===== config.mk =====
export PLATFORM = sky130hd
export DESIGN_NAME = apu_frame_counter
export DESIGN_NICKNAME = d
export VERILOG_FILES = /design/src/rtl/apu_frame_counter.sv
export SDC_FILE = /design/constraint.sdc
export NUM_CORES = 1
export LEC_CHECK = 0
export CAP_MARGIN = 10
export CORE_AREA = 2 2 50 52
export CTS_BUF_LIST = sky130_fd_sc_hd__clkbuf_8
export CTS_CLUSTER_SIZE = 12
export DETAILED_ROUTE_END_ITERATION = 10
export DIE_AREA = 0 0 52 54
export PLACE_DENSITY_LB_ADDON = 0.15
export SLEW_MARGIN = 30
export SYNTH_ARGS = -nofsm -noshare
export SYNTH_HDL_FRONTEND = slang
export SYNTH_SLANG_ARGS = --single-unit

===== constraint.sdc =====
create_clock -name i_apu_clk -period 2.8 [get_ports i_apu_clk]
set_clock_uncertainty 0.05 [all_clocks]
set_input_delay 0.84 -clock i_apu_clk [delete_from_list [all_inputs] [get_ports i_apu_clk]]
set_output_delay 0.84 -clock i_apu_clk [all_outputs]
set_load 0.02 [all_outputs]

===== src/rtl/apu_frame_counter.sv =====
// -----------------------------------------------------------------------------
// apu_frame_counter
//
// APU frame sequencer. Divides the APU clock into quarter-frame and half-frame
// strobes for the pulse channels' envelope, length-counter and sweep logic, and
// maintains the frame IRQ flag. Configured from the $4017 value, which is
// qualified by a toggle-style change flag (any level change = register write).
//
// Ports:
//   i_apu_clk      sole clock, all state updates on its rising edge
//   i_rst          asynchronous, active-high reset
//   i_reg_4017     [7] mode (0 = 4-step, 1 = 5-step), [6] IRQ inhibit
//   i_frame_change write toggle; source returns it to 0 on reset
//   i_irq_clear    synchronous level clear of o_frame_irq
//   o_qtr_clk      registered quarter-frame strobe (one cycle)
//   o_hlf_clk      registered half-frame strobe (one cycle)
//   o_frame_irq    registered frame interrupt flag
// -----------------------------------------------------------------------------
module apu_frame_counter #(
   parameter int unsigned STEP1 = 3728,
   parameter int unsigned STEP2 = 7456,
   parameter int unsigned STEP3 = 11185,
   parameter int unsigned STEP4 = 14914,
   parameter int unsigned STEP5 = 18640
) (
   input  logic       i_apu_clk,
   input  logic       i_rst,
   input  logic [7:0] i_reg_4017,
   input  logic       i_frame_change,
   input  logic       i_irq_clear,
   output logic       o_qtr_clk,
   output logic       o_hlf_clk,
   output logic       o_frame_irq
);

   typedef enum logic {
      MODE_4STEP = 1'b0,
      MODE_5STEP = 1'b1
   } mode_t;

   localparam logic [14:0] L_STEP1 = 15'(STEP1);
   localparam logic [14:0] L_STEP2 = 15'(STEP2);
   localparam logic [14:0] L_STEP3 = 15'(STEP3);
   localparam logic [14:0] L_STEP4 = 15'(STEP4);
   localparam logic [14:0] L_STEP5 = 15'(STEP5);

   logic [14:0] r_cnt;
   mode_t       r_mode;
   logic        r_inhibit;
   logic        r_frm_seen;
   logic        r_qtr;
   logic        r_hlf;
   logic        r_irq;

   logic        w_write;
   mode_t       w_new_mode;
   logic        w_at1;
   logic        w_at2;
   logic        w_at3;
   logic        w_at4;
   logic        w_at5;
   logic        w_last;
   logic        w_qtr;
   logic        w_hlf;
   logic        w_irq_set;
   logic        w_unused_bits;

   // Only the mode and inhibit bits of $4017 matter here.
   assign w_unused_bits = ^i_reg_4017[5:0];

   assign w_write    = (i_frame_change != r_frm_seen);
   assign w_new_mode = mode_t'(i_reg_4017[7]);

   always_comb begin
      w_at1     = (r_cnt == L_STEP1);
      w_at2     = (r_cnt == L_STEP2);
      w_at3     = (r_cnt == L_STEP3);
      w_at4     = (r_cnt == L_STEP4);
      w_at5     = (r_cnt == L_STEP5);
      // The final step of the active sequence both wraps the counter and
      // produces the combined quarter+half clock.
      w_last    = (r_mode == MODE_5STEP) ? w_at5 : w_at4;
      w_qtr     = w_at1 | w_at2 | w_at3 | w_last;
      w_hlf     = w_at2 | w_last;
      w_irq_set = (r_mode == MODE_4STEP) & w_at4 & ~r_inhibit;
   end

   always_ff @(posedge i_apu_clk or posedge i_rst) begin
      if (i_rst) begin
         r_cnt      <= '0;
         r_mode     <= MODE_4STEP;
         r_inhibit  <= 1'b0;
         r_frm_seen <= 1'b0;
         r_qtr      <= 1'b0;
         r_hlf      <= 1'b0;
         r_irq      <= 1'b0;
      end else if (w_write) begin
         // A write overrides any step decoded on the same edge. Entering
         // 5-step mode issues an immediate quarter+half clock.
         r_frm_seen <= i_frame_change;
         r_mode     <= w_new_mode;
         r_inhibit  <= i_reg_4017[6];
         r_cnt      <= '0;
         r_qtr      <= (w_new_mode == MODE_5STEP);
         r_hlf      <= (w_new_mode == MODE_5STEP);
         if (i_reg_4017[6] || i_irq_clear) begin
            r_irq <= 1'b0;
         end
      end else begin
         r_cnt <= w_last ? '0 : r_cnt + 15'd1;
         r_qtr <= w_qtr;
         r_hlf <= w_hlf;
         // Setting takes priority over a coincident status-read clear.
         if (w_irq_set) begin
            r_irq <= 1'b1;
         end else if (i_irq_clear) begin
            r_irq <= 1'b0;
         end
      end
   end

   assign o_qtr_clk   = r_qtr;
   assign o_hlf_clk   = r_hlf;
   assign o_frame_irq = r_irq;

endmodule

==> impl_metrics.tcl, run 1 <==
# place-and-route summary
set metrics [dict create \
    status "completed" \
    power.internal_mw 0.4564 \
    total_power_mw 0.6111 \
    setup_viol 0 \
    hold_buffers 0 \
    worst_setup_path_end_kind "flip-flop" \
    path_buffers 1 \
    signal_buffer_area_fraction_pct 7.083 \
    max_cap_viol_count 0 \
    holdPathStages 1 \
    first_iter_violations 15 \
    postCtsResizedCells 0 \
    common_cells "dfrtp_1 (21), nor3_1 (9), xor2_1 (7)" \
    yosysMostFrequentCell "dfrtp_1" \
    num-multi-input-gates 84 \
    async_flop_share_pct 100.0 \
    tightest_slew_ns 0.7042 \
    simple_gate_share_pct 29.55 \
    rows 18 \
    critical-path-top-delay-family "AND-OR/OR-AND gates" \
    firstDrtPassIters 4 \
    met2_usage_pct 35.02 \
    fin_nets 141 \
    cts_buffers 3 \
    ys_area_mm2 0.001190 \
    fill_cells 208 \
    crit_chain "inv_1, ha_1, nor4bb_1, nand4_1, a21oi_2, nor3b_1" \
    syn_avg_cell_area_um2 10.35 \
    timing.final.crit_period_ns 2.136 \
    num_tap_cells 30 \
    top_cells_by_area "dfrtp_1 (44%), xor2_1 (5.2%), ha_1 (4.2%)" \
    gp_congestion 0.8396 \
    maxSlewHeadroom_pct 53.06 \
    power.density_mw_per_mm2 455.2 \
    fmax_ghz 0.4682 \
    clock_path_buffers 2 \
    aoi_share_pct 9.043 \
    timing.rr.end "r_cnt[1]$_DFF_PP0_" \
    cts.htree.levels 1 \
    start_kind "flip-flop" \
    yosys.cell_types.count 38 \
    pwr-share-comb_pct 13.5 \
    drive_above_1_share_pct 12.90 \
    powerSeq_mw 0.331 \
    final_cell_mix "dfrtp_1 (21), nor3_1 (9), clkdlybuf4s50_1 (8)" \
    cp_data_arrival_time_ns 2.20 \
    dp_cells 150 \
    portBuffers 8 \
    crit_path_end "r_cnt[1]$_DFF_PP0_" \
    p_comb_mw 0.0827 \
    nClkBuffers 3 \
    synth_warnings 0 \
    cts_tree "yes" \
    r2r_cells 6 \
    pin_count 15 \
    routed_via_density 5.779 \
    max_stage_delay_ns 0.62 \
    final_cell_area_mm2 0.001343 \
    hold_start "r_inhibit$_DFFE_PP0P_" \
    period_used_pct 76.27 \
    synthMuxAreaShare_pct 1.893 \
    holdPathEnd "r_inhibit$_DFFE_PP0P_" \
    route.detailed.drc 0 \
    antenna_found_initial 0 \
    core_mm2 0.002320 \
    critPathKind "flip-flop to flip-flop" \
    largest_reg_flops 15 \
    top_power_group "sequential cells" \
    clockNetworkAreaShare_pct 3.448 \
    clock-root-buffer "clkbuf_8" \
    synth_top_area_share_pct 44.16 \
    dp_hpwl_mm 1.618 \
    placed_cell_area_mm2 0.001296 \
    dp_slack_ns 0.4438 \
    grtUsageMet3_pct 4.167 \
    p_switching_mw 0.1547 \
    syn_nets 131 \
    grt_pass1_vias 898 \
    die_w_um 52 \
    wl_met1_mm 1.097 \
    synthAdderAreaFrac_pct 4.206 \
    die_h_um 54 \
    crit_start "r_cnt[0]$_DFF_PP0_" \
    clk_latency_ns 0.26 \
    crit_slowest_cell "a21oi_2" \
    antenna_cells 0 \
    ys_seq_share_pct 44.16 \
    die-area_mm2 0.002808 \
    fp_util_pct 51.29 \
    area_growth_syn_to_layout_pct 12.83 \
    worstPathRequired_ns 2.87 \
    syn_area_mm2 0.001190 \
    grt_max_degree 22 \
    flops 21 \
    ys_seq_elements 21 \
    overflow 0 \
    setup_slack_ns 0.6644 \
    synth.largest_area_cell "dfrtp_1" \
    sh_seq_area_pct 39.14 \
    switching_share_pct 25.32 \
    path_depth 6 \
    finalHoldViolCount 0 \
    comb_area_um2 619.3 \
    dr.max_layer_used "met4" \
    edf_count 0 \
    xor_share_pct 7.361 \
    r2r_setup_slack_ns 0.66 \
    vdd_ir_drop_max_uv 340.4 \
    finalSetupTns_ns 0 \
    clock_sinks 21 \
    buffers 10 \
    fin_hold_ws_ns 0.4579 \
    largest-register "r_cnt" \
    hp-class "flip-flop to flip-flop" \
    yosys_cells 115 \
    path_clk_slew_ns 0.07 \
    power.leakage_nw 0.5494 \
    top_logic_kind "simple AND/OR/NAND/NOR gates" \
    seqCellArea_um2 525.5 \
    drv_slew 0 \
    postRouteAntennaNets 0 \
    worstReg2RegStart "r_cnt[0]$_DFF_PP0_" \
    postSynthCellCount 115 \
    rsz0062_at_grt "no" \
    post_cts_buffers 0 \
    critPathMaxFanout 14 \
    wl_met3_um 90 \
    inverters_excl_clock 5 \
    ff_type "dfrtp_1" \
    grt_pass1_wl_mm 4.215 \
    seqPwrFrac_pct 54.2 \
    power_clock_mw 0.197 \
]
**Run 1: selected gate families**

Bar = 20 µm.
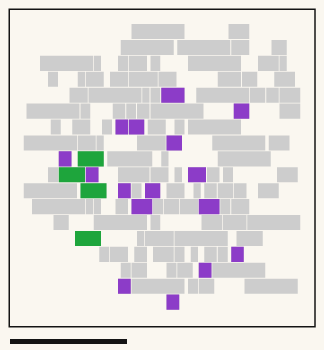
Key: adder and majority cells = green [cells 4, where middle left]; AND and OR gates = purple [cells 16]
Final Non-Filler Cells: 154
Comb area share: 46.13%
Commonest Layout Cell: dfrtp_1

**Run 1: close-up of the layout**

Bar = 5 µm. Window x 16 to 36, y 28 to 48 µm. Cells in gray, sequential cells in the stronger gray; small squares are vias.
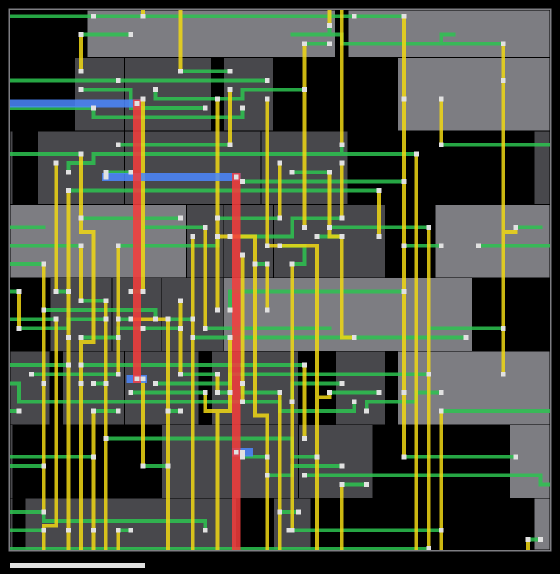
Key: met4 = red; met2 = yellow; met3 = blue; met1 = green
27 logic cells have their middle in the window. Most frequent: dfrtp_1 (6), nor3_1 (4), xor2_1 (3). Sequential cells in the window: 6. Netlist names of flops here include `r_cnt` (4).

**Run 1: track usage over the die**

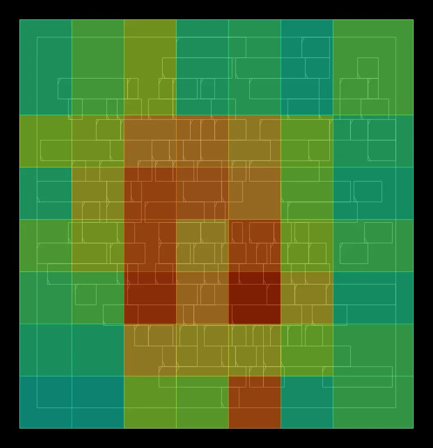
GR Util All Layers: 20.87%
gr busiest metal: met2
Util after Layout: 57.87%
met1 Track Usage GR: 26.40%
DR WL/cell: 15.17 µm

**Run 1: wiring by layer**

Bar = 20 µm.
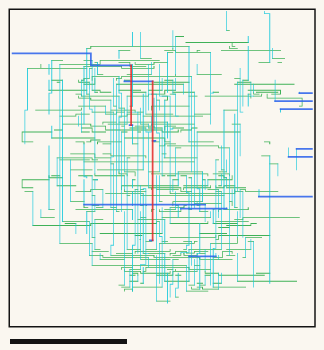
Key: met1 = green [wire length 1100 µm]; met2 = cyan [wire length 1110 µm]; met4 = red [wire length 37.4 µm]; met3 = blue [wire length 90.4 µm]
total number of vias: 890
Routed WL: 2.336 mm

## Run 2: what changed since run 1
--- a/config.mk
+++ b/config.mk
@@ -6,11 +6,11 @@
 export NUM_CORES = 1
 export LEC_CHECK = 0
 export CAP_MARGIN = 10
-export CORE_AREA = 2 2 50 52
+export CORE_AREA = 2 2 52 54
 export CTS_BUF_LIST = sky130_fd_sc_hd__clkbuf_8
 export CTS_CLUSTER_SIZE = 12
 export DETAILED_ROUTE_END_ITERATION = 10
-export DIE_AREA = 0 0 52 54
+export DIE_AREA = 0 0 54 56
 export PLACE_DENSITY_LB_ADDON = 0.15
 export SLEW_MARGIN = 30
 export SYNTH_ARGS = -nofsm -noshare
==> constraint.sdc (replaced) <==
create_clock -name i_apu_clk -period 1.9 [get_ports i_apu_clk]
set_clock_uncertainty 0.05 [all_clocks]
set_input_delay 0.57 -clock i_apu_clk [delete_from_list [all_inputs] [get_ports i_apu_clk]]
set_output_delay 0.57 -clock i_apu_clk [all_outputs]
set_load 0.02 [all_outputs]
==> run 2 against run 1 <==
  * Sequential share of layout area fell by 1.6 points
  * Combinational power rose by about 60%
  * Total power rose by 50%
  * Register-to-register slack got worse by 0.56 ns
  * Cell area rose by 4.4%
  * Flip-flop count did not move
  * Wire length rose by 9.4%
  * Global-route usage fell by 1.4 points
  * Critical endpoint is now o_frame_irq
  * Largest cell class unchanged
  * Largest power group unchanged
==> impl_metrics.tcl, run 2 <==
# place-and-route summary
set metrics [dict create \
    post_cts_buffers 0 \
    tightest_slew_ns 0.3034 \
    rows 18 \
    finalHoldViolCount 0 \
    fmax_ghz 0.5449 \
    r2r_cells 6 \
    yosys.cell_types.count 38 \
    fp_util_pct 48.92 \
    hp-class "flip-flop to flip-flop" \
    fill_cells 212 \
    inverters_excl_clock 5 \
    die-area_mm2 0.003024 \
    crit_path_end "o_frame_irq" \
    dp_slack_ns -0.09410 \
    setup_viol 0 \
    synth_warnings 0 \
    worstReg2RegStart "r_cnt[0]$_DFF_PP0_" \
    seqCellArea_um2 525.5 \
    holdPathEnd "r_inhibit$_DFFE_PP0P_" \
    met2_length_mm 1.219 \
    ys_seq_share_pct 44.16 \
    via_count 937 \
    maxSlewHeadroom_pct 79.72 \
    busiest_layer "met2" \
    yosysMostFrequentCell "dfrtp_1" \
    holdPathStages 1 \
    period_used_pct 96.59 \
    timing.rr.end "o_frame_irq$_DFFE_PP0P_" \
    wl_met1_mm 1.188 \
    fin_nets 148 \
    status "completed" \
    p_switching_mw 0.2353 \
    crit_chain "clkdlybuf4s50_1" \
    first_iter_violations 23 \
    critPathKind "flip-flop to primary output" \
    hold_buffers 0 \
    syn_nets 131 \
    power.internal_mw 0.6792 \
    xor_share_pct 7.361 \
    top_logic_kind "simple AND/OR/NAND/NOR gates" \
    pwr-share-comb_pct 14.4 \
    synthMuxAreaShare_pct 1.893 \
    cts_buffers 3 \
    firstDrtPassIters 4 \
    switching_share_pct 25.73 \
    cp_data_arrival_time_ns 1.22 \
    finish.utilization_pct 57.61 \
    grt_pass1_wl_mm 4.333 \
    layout.cells.most_common "dfrtp_1" \
    die_h_um 56 \
    sh_seq_area_pct 37.50 \
    simple_gate_share_pct 29.55 \
    edf_count 0 \
    area_growth_syn_to_layout_pct 17.77 \
    final_cell_area_mm2 0.001401 \
    aoi_share_pct 9.043 \
    largest-register "r_cnt" \
    postCtsResizedCells 0 \
    num_tap_cells 30 \
    drt-total-wl_mm 2.556 \
    clock_path_buffers 2 \
    dp_cells 157 \
    antenna_found_initial 0 \
    synth_top_area_share_pct 44.16 \
    clock_sinks 21 \
    pin_count 15 \
    powerSeq_mw 0.486 \
    signal_buffer_area_fraction_pct 10.54 \
    crit_slowest_cell "clkdlybuf4s50_1" \
    postRouteAntennaNets 0 \
    antenna_cells 0 \
    clock-root-buffer "clkbuf_8" \
    yosys_cells 115 \
    rsz0062_at_grt "no" \
    worst_setup_path_end_kind "primary output" \
    core_mm2 0.002432 \
    drv_slew 0 \
    power.leakage_nw 0.5890 \
    num-multi-input-gates 84 \
    synthAdderAreaFrac_pct 4.206 \
    nClkBuffers 3 \
    cts.htree.levels 1 \
    ff_type "dfrtp_1" \
    dominant-cell-class "combinational gates" \
    largest_reg_flops 15 \
    path_depth 1 \
    common_cells "dfrtp_1 (21), nor3_1 (9), xor2_1 (7)" \
    finalSetupTns_ns 0 \
    wl_met3_um 103 \
    route.detailed.drc 0 \
    syn_area_mm2 0.001190 \
    start_kind "flip-flop" \
    top_power_group "sequential cells" \
    buffers 17 \
    synth.largest_area_cell "dfrtp_1" \
    seqPwrFrac_pct 53.2 \
    grt_max_degree 22 \
    top_cells_by_area "dfrtp_1 (44%), xor2_1 (5.2%), ha_1 (4.2%)" \
    crit_start "o_frame_irq$_DFFE_PP0P_" \
    max_cap_viol_count 0 \
    overflow 0 \
    clockNetworkAreaShare_pct 3.304 \
    dp_hpwl_mm 1.829 \
    power.density_mw_per_mm2 652.6 \
    r2r_setup_slack_ns 0.10 \
    clk_latency_ns 0.27 \
    fin_hold_ws_ns 0.4604 \
    path_clk_slew_ns 0.07 \
    vdd_ir_drop_max_uv 403.6 \
    postSynthCellCount 115 \
    ys_area_mm2 0.001190 \
    path_buffers 1 \
    total_power_mw 0.9145 \
    critPathMaxFanout 2 \
    comb_area_um2 625.6 \
    ys_seq_elements 21 \
    portBuffers 8 \
    setup_slack_ns 0.06479 \
    gp_congestion 0.8701 \
    power_clock_mw 0.296 \
    p_comb_mw 0.132 \
    cts_tree "yes" \
    grt_pass1_vias 965 \
    async_flop_share_pct 100.0 \
    max_stage_delay_ns 0.60 \
    routed_via_density 5.820 \
    drive_above_1_share_pct 18.32 \
    critical-path-top-delay-family "buffers and inverters" \
    hold_start "r_inhibit$_DFFE_PP0P_" \
    timing.final.crit_period_ns 1.835 \
    final_cell_mix "dfrtp_1 (21), nor3_1 (9), buf_4 (9)" \
    syn_avg_cell_area_um2 10.35 \
    flops 21 \
    clkPwrFrac_pct 32.4 \
    placed_cell_area_mm2 0.001349 \
    die_w_um 54 \
    worstPathRequired_ns 1.28 \
    dr.max_layer_used "met4" \
]
**Run 2: close-up of the layout**

Bar = 5 µm. Window x 17 to 37, y 29 to 49 µm. Cells in gray, sequential cells in the stronger gray; small squares are vias.
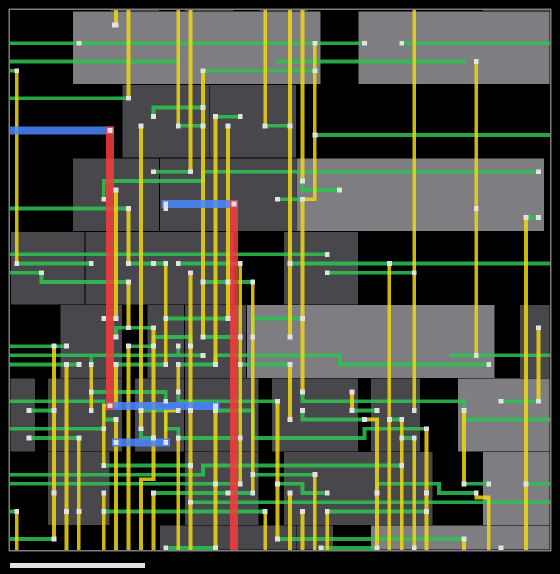
Key: met4 = red; met2 = yellow; met3 = blue; met1 = green
Netlist names of flops here include `r_cnt` (3), `r_frm_seen` (1). 22 logic cells have their middle in the window. Most frequent: dfrtp_1 (4). Sequential cells in the window: 4.

**Run 2: selected gate families**

Bar = 20 µm.
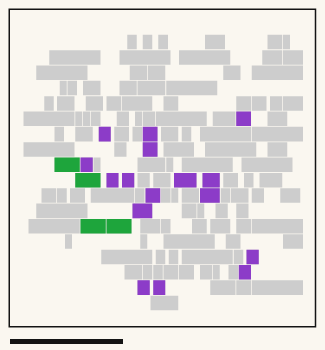
Key: adder and majority cells = green [cells 4, where middle left]; AND and OR gates = purple [cells 16]
Final Non-Filler Cells: 161
Comb area share: 44.64%

**Run 2: track usage over the die**

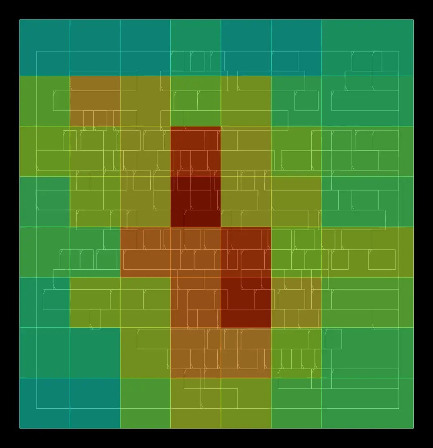
met1 Track Usage GR: 26.43%
met3 Use GR: 2.419%
DR WL/cell: 15.88 µm
GR Layer Usage met2: 29.44%
GR Util All Layers: 19.49%

Power and IR drop assume default switching activity.
